**src/rtl/tinyqv_div.sv**
```systemverilog
// Iterative restoring divider for TinyQV (DIV/DIVU/REM/REMU) with a nibble-serial readout.
// Define TINYQV_DIV_EARLY_EN to bypass the loop for divide-by-zero and |divisor| > |dividend|.
module tinyqv_div #(
   parameter int RADIX_BITS = 1
) (
   input  logic        clk,
   input  logic        rstn,
   input  logic        start,
   input  logic        is_signed,
   input  logic        want_rem,
   input  logic [31:0] dividend,
   input  logic [31:0] divisor,
   input  logic [2:0]  counter,
   output logic        busy,
   output logic        done,
   output logic [31:0] result,
   output logic [3:0]  d
);

   localparam int N = 32 / RADIX_BITS;

   typedef enum logic [1:0] {IDLE, CALC, FIXUP, DONE} state_t;

   state_t      state;
   logic [32:0] rem;
   logic [31:0] quo;
   logic [31:0] div_mag;
   logic [31:0] raw_dividend;
   logic        neg_q;
   logic        neg_r;
   logic        want_rem_q;
   logic        div0;
   logic [4:0]  iter;

   logic [31:0] dvd_mag;
   logic [31:0] dvs_mag;
   logic        start_ok;
   logic        skip_calc;
   logic [64:0] step_a;
   logic [64:0] step_b;
   logic [64:0] calc_next;
   logic [31:0] q_fix;
   logic [31:0] r_fix;
   logic [31:0] fix_out;

   // start is a one-cycle request, taken only when no divide is in flight
   // (IDLE or DONE); while busy it is ignored and nothing is back-pressured.
   assign start_ok = start && ((state == IDLE) || (state == DONE));
   assign dvd_mag  = (is_signed && dividend[31]) ? -dividend : dividend;
   assign dvs_mag  = (is_signed && divisor[31])  ? -divisor  : divisor;

`ifdef TINYQV_DIV_EARLY_EN
   assign skip_calc = (divisor == 32'd0) || (dvs_mag > dvd_mag);
`else
   assign skip_calc = 1'b0;
`endif

   // One restoring step: shift {r, q} left, keep r - dv when it does not borrow.
   function automatic logic [64:0] div_step(input logic [32:0] r, input logic [31:0] q,
                                            input logic [31:0] dv);
      logic [32:0] r_sh;
      logic [31:0] q_sh;
      logic [33:0] diff;
      r_sh = {r[31:0], q[31]};
      q_sh = {q[30:0], 1'b0};
      diff = {r, q[31]} - {2'b00, dv};
      if (!diff[33]) begin
         r_sh    = diff[32:0];
         q_sh[0] = 1'b1;
      end
      return {r_sh, q_sh};
   endfunction

   always_comb begin
      step_a    = div_step(rem, quo, div_mag);
      step_b    = div_step(step_a[64:32], step_a[31:0], div_mag);
      calc_next = (RADIX_BITS == 2) ? step_b : step_a;
   end

   // Divide-by-zero overrides the sign fixup: all-ones quotient, untouched dividend.
   always_comb begin
      q_fix = neg_q ? -quo : quo;
      r_fix = neg_r ? -rem[31:0] : rem[31:0];
      if (div0) begin
         q_fix = 32'hFFFF_FFFF;
         r_fix = raw_dividend;
      end
      fix_out = want_rem_q ? r_fix : q_fix;
   end

   always_ff @(posedge clk or negedge rstn) begin
      if (!rstn) begin
         state        <= IDLE;
         rem          <= '0;
         quo          <= '0;
         div_mag      <= '0;
         raw_dividend <= '0;
         neg_q        <= 1'b0;
         neg_r        <= 1'b0;
         want_rem_q   <= 1'b0;
         div0         <= 1'b0;
         iter         <= '0;
         busy         <= 1'b0;
         done         <= 1'b0;
         result       <= '0;
      end else begin
         busy <= (state == CALC) || (state == FIXUP);
         done <= (state == DONE);
         case (state)
            IDLE, DONE: begin
               if (start_ok) begin
                  div_mag      <= dvs_mag;
                  raw_dividend <= dividend;
                  neg_q        <= is_signed & (dividend[31] ^ divisor[31]);
                  neg_r        <= is_signed & dividend[31];
                  want_rem_q   <= want_rem;
                  div0         <= (divisor == 32'd0);
                  iter         <= '0;
                  done         <= 1'b0;
                  result       <= '0;
                  if (skip_calc) begin
                     rem   <= {1'b0, dvd_mag};
                     quo   <= '0;
                     state <= FIXUP;
                  end else begin
                     rem   <= '0;
                     quo   <= dvd_mag;
                     state <= CALC;
                  end
               end
            end
            CALC: begin
               rem  <= calc_next[64:32];
               quo  <= calc_next[31:0];
               iter <= iter + 5'd1;
               if (iter == 5'(N - 1)) state <= FIXUP;
            end
            FIXUP: begin
               result <= fix_out;
               state  <= DONE;
            end
            default: state <= IDLE;
         endcase
      end
   end

   assign d = done ? result[{counter, 2'b00} +: 4] : 4'h0;

endmodule
```
**config.mk**
```make
export PLATFORM = sky130hd
export DESIGN_NAME = tinyqv_div
export DESIGN_NICKNAME = d
export VERILOG_FILES = /design/src/rtl/tinyqv_div.sv
export SDC_FILE = /design/constraint.sdc
export NUM_CORES = 1
export LEC_CHECK = 0
export CORE_MARGIN = 5
export CORE_UTILIZATION = 30
export DETAILED_ROUTE_END_ITERATION = 6
export HOLD_SLACK_MARGIN = 0.12
export PLACE_DENSITY = 0.47
export SLEW_MARGIN = 20
export SYNTH_ARGS = -nofsm -noshare
export SYNTH_HDL_FRONTEND = slang
export SYNTH_SLANG_ARGS = --single-unit
```
**constraint.sdc**
```tcl
create_clock -name clk -period 4.5 [get_ports clk]
set_input_delay 1.125 -clock clk [delete_from_list [all_inputs] [get_ports clk]]
set_output_delay 1.125 -clock clk [all_outputs]
set_load 0.02 [all_outputs]
```
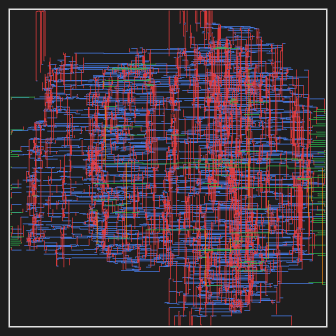
Fig. 1. Signal wires by layer (run 1).
legend:
  green:
    layer: metal 3
    wire_length: 1340 microns
  orange:
    layer: metal 4
    wire_length: 405 microns
  blue:
    layer: metal 1
    wire_length: 18100 microns
  red:
    layer: metal 2
    wire_length: 16100 microns

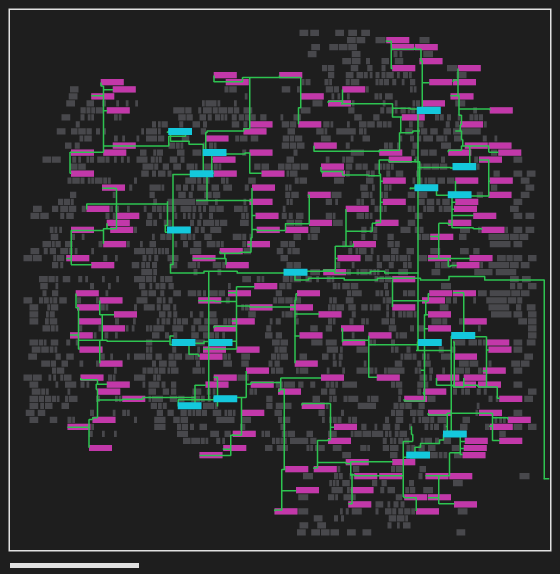
Fig. 2. Clock distribution (run 1).
The bar under the picture is 50 microns long.
legend:
  cyan:
    item: clock drivers
    count: 17
  green:
    item: clock wires
    length: 2700 microns
  magenta:
    item: flip-flops
    count: 174
routed clock nets: 18
flops lie: all over the die

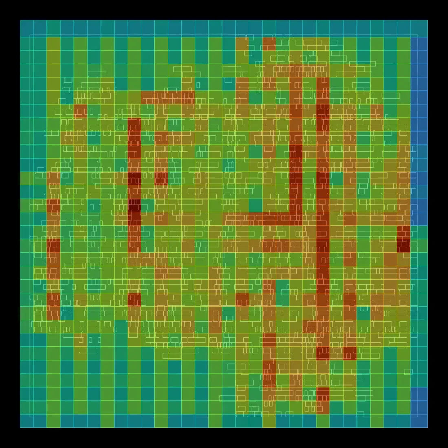
Fig. 3. Routing congestion map (run 1).
GR Util met3: 0.0246
gr busiest metal: met2
drt wl/cell: 18.1 microns

==> flow_summary.toml, run 1 <==
# synthesis and place-and-route metrics
[outcome]
status = "finished, final reports clean"

[synthesis]
ys_cells = 1369
ys_top_cells_by_area = "dfrtp_1, o21ai_0, nand2_1"
yosysWarningCount = 0
top_area_frac = 0.367

[power]
power_leader = "combinational cells"

[cts]
cts_hold_buf = 0
clock-sinks = 174
cts_setup_buffers = 0

[drt]
dr.first_iter.drc_count = 643
drtAntennaViolNets = 0

[finish]
clockBufferCount = 25
regArea_sq_um = 4350
comb-cell-share = 0.497

[hold_path]
min_from = "div_mag[28]"

[final_timing]
finalCritPeriodShare = 0.934
setup_tns_ns = 0
drv_slew = 0

[floorplan]
tapCellCount = 518

[place]
gp_congestion = 0.867
-- run 1: kinds of logic (layout without fill, tap and decap cells) --
kind of cell | after synthesis | after routing | share of synthesized area
buffers and inverters | 130 | 228 | 0.0420
multiplexers | 74 | 74 | 0.0740
flip-flops | 174 | 174 | 0.367
AND-OR/OR-AND | 423 | 423 | 0.219
adder cells (fa/ha/maj) | 43 | 43 | 0.0460
XOR/XNOR | 145 | 145 | 0.107
AND/OR/NAND/NOR | 380 | 380 | 0.145
-- run 1: worst max-delay path by stage --
stage	startpoint	to	slack, ns	cells after the start
2_1_floorplan	counter[0]	d[0]	1.03	4
3_3_place_gp	counter[0]	d[3]	0.32	6
3_5_place_dp	counter[0]	d[1]	0.30	6
4_1_cts	counter[0]	d[1]	0.28	6
5_1_grt	counter[0]	d[0]	0.20	6
6_report	counter[0]	d[1]	0.29	6
-- run 1: cells in the mapped netlist (all sizes together), types with 22 or more instances --
cell type	instances
nand2	201
inv	60
xnor2	62
clkbuf	62
o31ai	25
dfrtp	174
nor2	64
a21oi	92
ha	42
mux2i	37
xor2	83
mux2	29
o21ai	164
nor3	22
-- run 1: tightest hold or removal path, stage by stage, from the launching register on --
cell     delay [ns]
dfrtp_1        0.34
nand2_1        0.05
o21ai_0        0.06
-- run 1: metrics by stage --
stage	total power [mW]	hold WS (ns)	utilization	instance area [sq um]
floorplan	5.75	0.450	-	11900
global placement	7.26	0.463	0.350	13600
detailed placement	7.30	0.471	0.350	13600
CTS	8.81	0.485	0.364	14200
global route	9.49	0.500	0.364	14200
finish	8.73	0.476	0.364	14200
-- run 1: routing by layer --
layer  track usage  up-vias
met3        0.0246       28
met5             0        -
met2         0.256      198
met4        0.0380        0
met1         0.246     4806
li1              -     5091
Fig. 4: run 1, metal 2
Cells faint in the background.
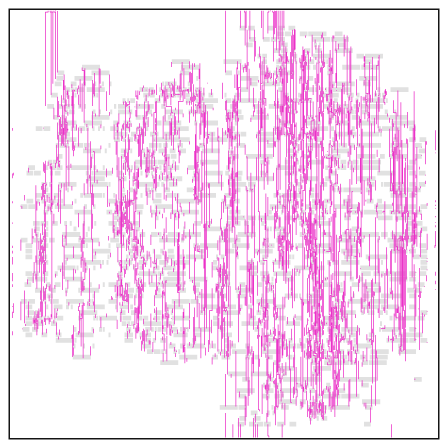

==> run 2, diff against run 1 <==
--- a/config.mk
+++ b/config.mk
@@ -8,5 +8,7 @@
 export CORE_MARGIN = 5
 export CORE_UTILIZATION = 30
+export CTS_CLUSTER_SIZE = 25
 export DETAILED_ROUTE_END_ITERATION = 6
+export GPL_TIMING_DRIVEN = 0
 export HOLD_SLACK_MARGIN = 0.12
 export PLACE_DENSITY = 0.47
==> constraint.sdc (replaced) <==
create_clock -name clk -period 4.5 [get_ports clk]
set_input_delay 0.9 -clock clk [delete_from_list [all_inputs] [get_ports clk]]
set_output_delay 0.9 -clock clk [all_outputs]
set_load 0.02 [all_outputs]
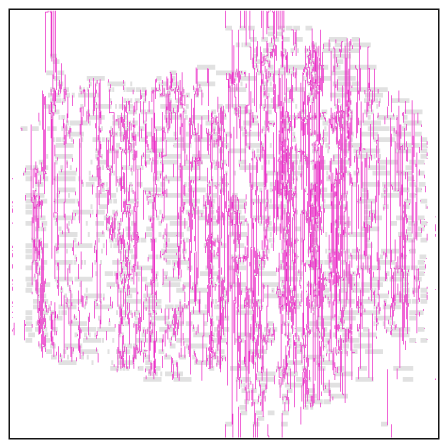
Fig. 5. Metal 2 (run 2).
Cells faint in the background.
share of all routed wire: 46%
main direction: vertical
nets with wire on the layer: 1242

==> flow_summary.toml, run 2 <==
# synthesis and place-and-route metrics
[outcome]
status = "finished, final reports clean"

[cts]
cts_hold_buf = 0
clock-sinks = 174
cts_setup_buffers = 0

[global_route]
antenna_found_initial = 1

[drt]
drtAntennaViolNets = 0
wire_per_inst_microns = 19.9
dr.pass1.iters = 5
dr.first_iter.drc_count = 661

[synthesis]
ys.flop_type = "dfrtp_1"
ys_top_cells_by_area = "dfrtp_1, o21ai_0, nand2_1"
yosysMostFrequentCell = "nand2_1"
ys_cells = 1369
synthTopCellsByCount = "nand2_1, dfrtp_1, o21ai_0"
top_area_frac = 0.367

[setup_path]
cp-start-kind = "primary input"
cp.arrival_ns = 4.41

[place]
place_area_sq_um = 13600
gp_congestion = 0.893

[final_timing]
drv_slew = 0
holdWs_ns = 0.283
finalHoldViolCount = 0

[power]
power.total_mw = 9.08

[finish]
utilization = 0.366
fin_area_sq_um = 14200

[run]
maxCapViolCount = 0
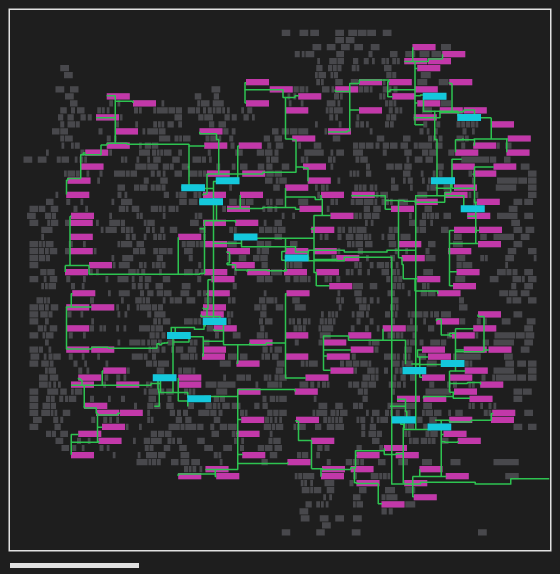
Fig. 6. Clock distribution (run 2).
The bar under the picture is 50 microns long.
legend:
  green:
    item: clock wires
    length: 2630 microns
  magenta:
    item: flip-flops
    count: 174
  cyan:
    item: clock drivers
    count: 17
flops lie: all over the die
routed clock nets: 18

## run 2: cell counts after synthesis
No cell type changed its count.
## run 2: power by group
group	switching [mW]	internal [mW]
registers	0.524	2.16
clock network	0.699	0.881
logic	3.02	1.80
## run 2: layer usage
| metal | routed length (microns) | GRT usage | vias up |
|---|---|---|---|
| met1 | 19400 | 0.256 | 5042 |
| li1 | - | - | 5169 |
| met2 | 18400 | 0.295 | 283 |
| met3 | 1610 | 0.0271 | 47 |
| met5 | 0 | 0 | - |
| met4 | 876 | 0.0520 | 0 |
## run 2: critical path, cell delays in order
cell	delay, ns
clkdlybuf4s50_1	0.51
or3_1	0.44
nor3_1	0.67
nand4_1	0.39
nor3_1	0.49
nand2_1	0.19
o41ai_1	0.40
xnor2_1	0.17
mux2i_1	0.08
o21ai_0	0.17
## run 2: how the worst max path moves through the flow
stage | from | endpoint | slack (ns)
after floorplan | rem[5] | rem[1] | 1.29
after global placement | rstn | div_mag[25] | -5.28
after detailed placement | dividend[8] | quo[29] | -0.06
after CTS | rem[5] | rem[28] | 0.14
after global routing | rem[3] | rem[24] | 0.09
final | dividend[8] | quo[29] | 0.45
## run 2: area by class of cell
class | instances | area, sq um | share of cell area
clock inverters | 15 | 183 | 0.0128
flip-flops and latches | 174 | 4350 | 0.306
plain buffers | 70 | 274 | 0.0192
multi-input cells | 1065 | 7020 | 0.493
inverters | 60 | 225 | 0.0158
repair buffers | 108 | 1120 | 0.0787
clock buffers | 17 | 425 | 0.0299
well taps | 518 | 648 | 0.0455
## run 2: cells by family after synthesis
family,count (synthesis),synth area share
fa+ha+maj,43,0.0460
buf+inv,130,0.0420
mux,74,0.0740
simple gates,380,0.145
xor+xnor,145,0.107
compound gates,423,0.219
flops,174,0.367
Fig. 7: run 2, signal wires by layer
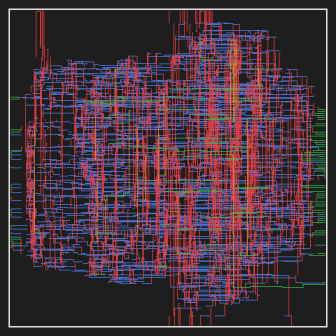

==> run 3, diff against run 2 <==
RECOVER_POWER = 100   (was default)
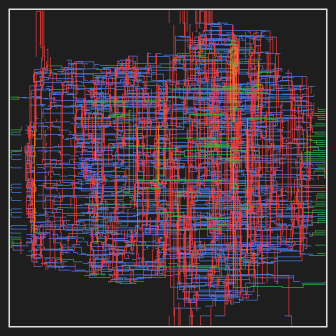
Fig. 8. Signal wires by layer (run 3).
GRT Util Overall: 0.183
Via Count: 10600

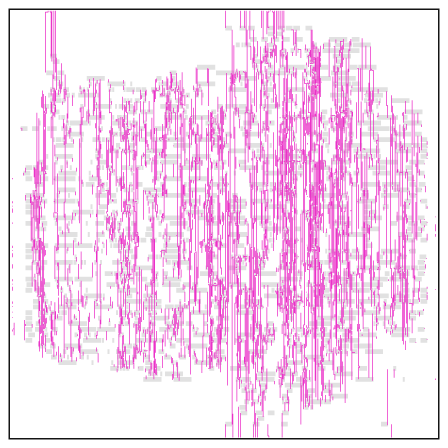
Fig. 9. Metal 2 (run 3).
Cells faint in the background.
nets with wire on the layer: 1248
longest straight run: 96.6 microns
share of all routed wire: 46%

==> flow_summary.toml, run 3 <==
# synthesis and place-and-route metrics
[power]
switching_share = 0.468
power_frac_clock = 0.175
seq_power_share = 0.297
power_frac_comb = 0.528

[synthesis]
yosysMostFrequentCell = "nand2_1"
top_area_frac = 0.367
synthTopCellsByCount = "nand2_1, dfrtp_1, o21ai_0"
ys_cells = 1369

[setup_path]
cpPeakStageDelay_ns = 1.05
crit_start = "dividend[8]"
crit_path_cell_trace = "dlygate4sd3_1 > or3_1 > nor4_1 > nand4_1 > o21ai_0 > o21ai_0 > xor2_1 > nand2_1 > a31oi_1"
timing.critical_path.to = "quo[28]"

[finish]
utilization = 0.365

[global_route]
busiest_layer = "met2"
grtUsageMet2 = 0.295
grt_use_met1 = 0.256

[cts]
cts_setup_buffers = 0

[drt]
dr.pass1.iters = 5

[run]
maxCapViolCount = 1

[outcome]
violations = "max-capacitance violations, max-slew violations"
status = "finished with violations"

[place]
gp_congestion = 0.893

[final_timing]
drv_slew = 83
run 3: cell counts after synthesis:
No cell type changed its count.
run 3: cell families (layout without fill, tap and decap cells):
family                   Yosys count  after routing  synth area share
AND-OR/OR-AND                    423            423             0.219
XOR/XNOR                         145            145             0.107
adder cells (fa/ha/maj)           43             43            0.0460
buffers and inverters            130            270            0.0420
flip-flops                       174            174             0.367
multiplexers                      74             74            0.0740
AND/OR/NAND/NOR                  380            380             0.145
run 3: stage by stage:
stage,hold slack [ns],TNS [ns],total power [mW]
floorplan,0.450,0,5.75
global placement,0.464,-913.03,7.48
detailed placement,0.470,-0.0636,7.54
CTS,0.278,0,9.14
global route,0.507,0,9.71
finish,0.477,0,9.02
run 3: cell type report:
cell class                      count  area [sq um]  area share
Inverter                           60           225      0.0159
Clock buffer                       17           425      0.0300
Multi-Input combinational cell   1065          7000       0.493
Timing Repair Buffer              108          1090      0.0766
Buffer                             70           274      0.0193
Clock inverter                     15           183      0.0129
Sequential cell                   174          4350       0.307
Tap cell                          518           648      0.0457
run 3: power groups by stage:
stage / combinational, mW / sequential [mW] / clock, mW
final: 4.76 / 2.68 / 1.58
after floorplan: 3.10 / 2.65 / 0
after detailed placement: 4.83 / 2.72 / 0
after CTS: 4.84 / 2.68 / 1.61
after global placement: 4.79 / 2.70 / 0
after global routing: 5.29 / 2.76 / 1.67
run 3: metal layers:
metal  wire, microns  vias up
met5               0        -
met3            1770       48
li1                -     5174
met1           19300     5086
met2           18400      305
met4             847        0
run 3: worst register-to-register path, stage by stage, from the launching register on:
cell	delay, ns
dfrtp_1	0.47
ha_1	0.42
a21o_1	0.24
o311ai_0	0.53
nand3_1	0.27
nand4_1	0.19
a21o_1	0.22
a211o_1	0.22
and3_1	0.16
buf_2	0.31
clkbuf_2	0.40
nand2_1	0.23
o21ai_0	0.26
Power and IR drop assume default switching activity.
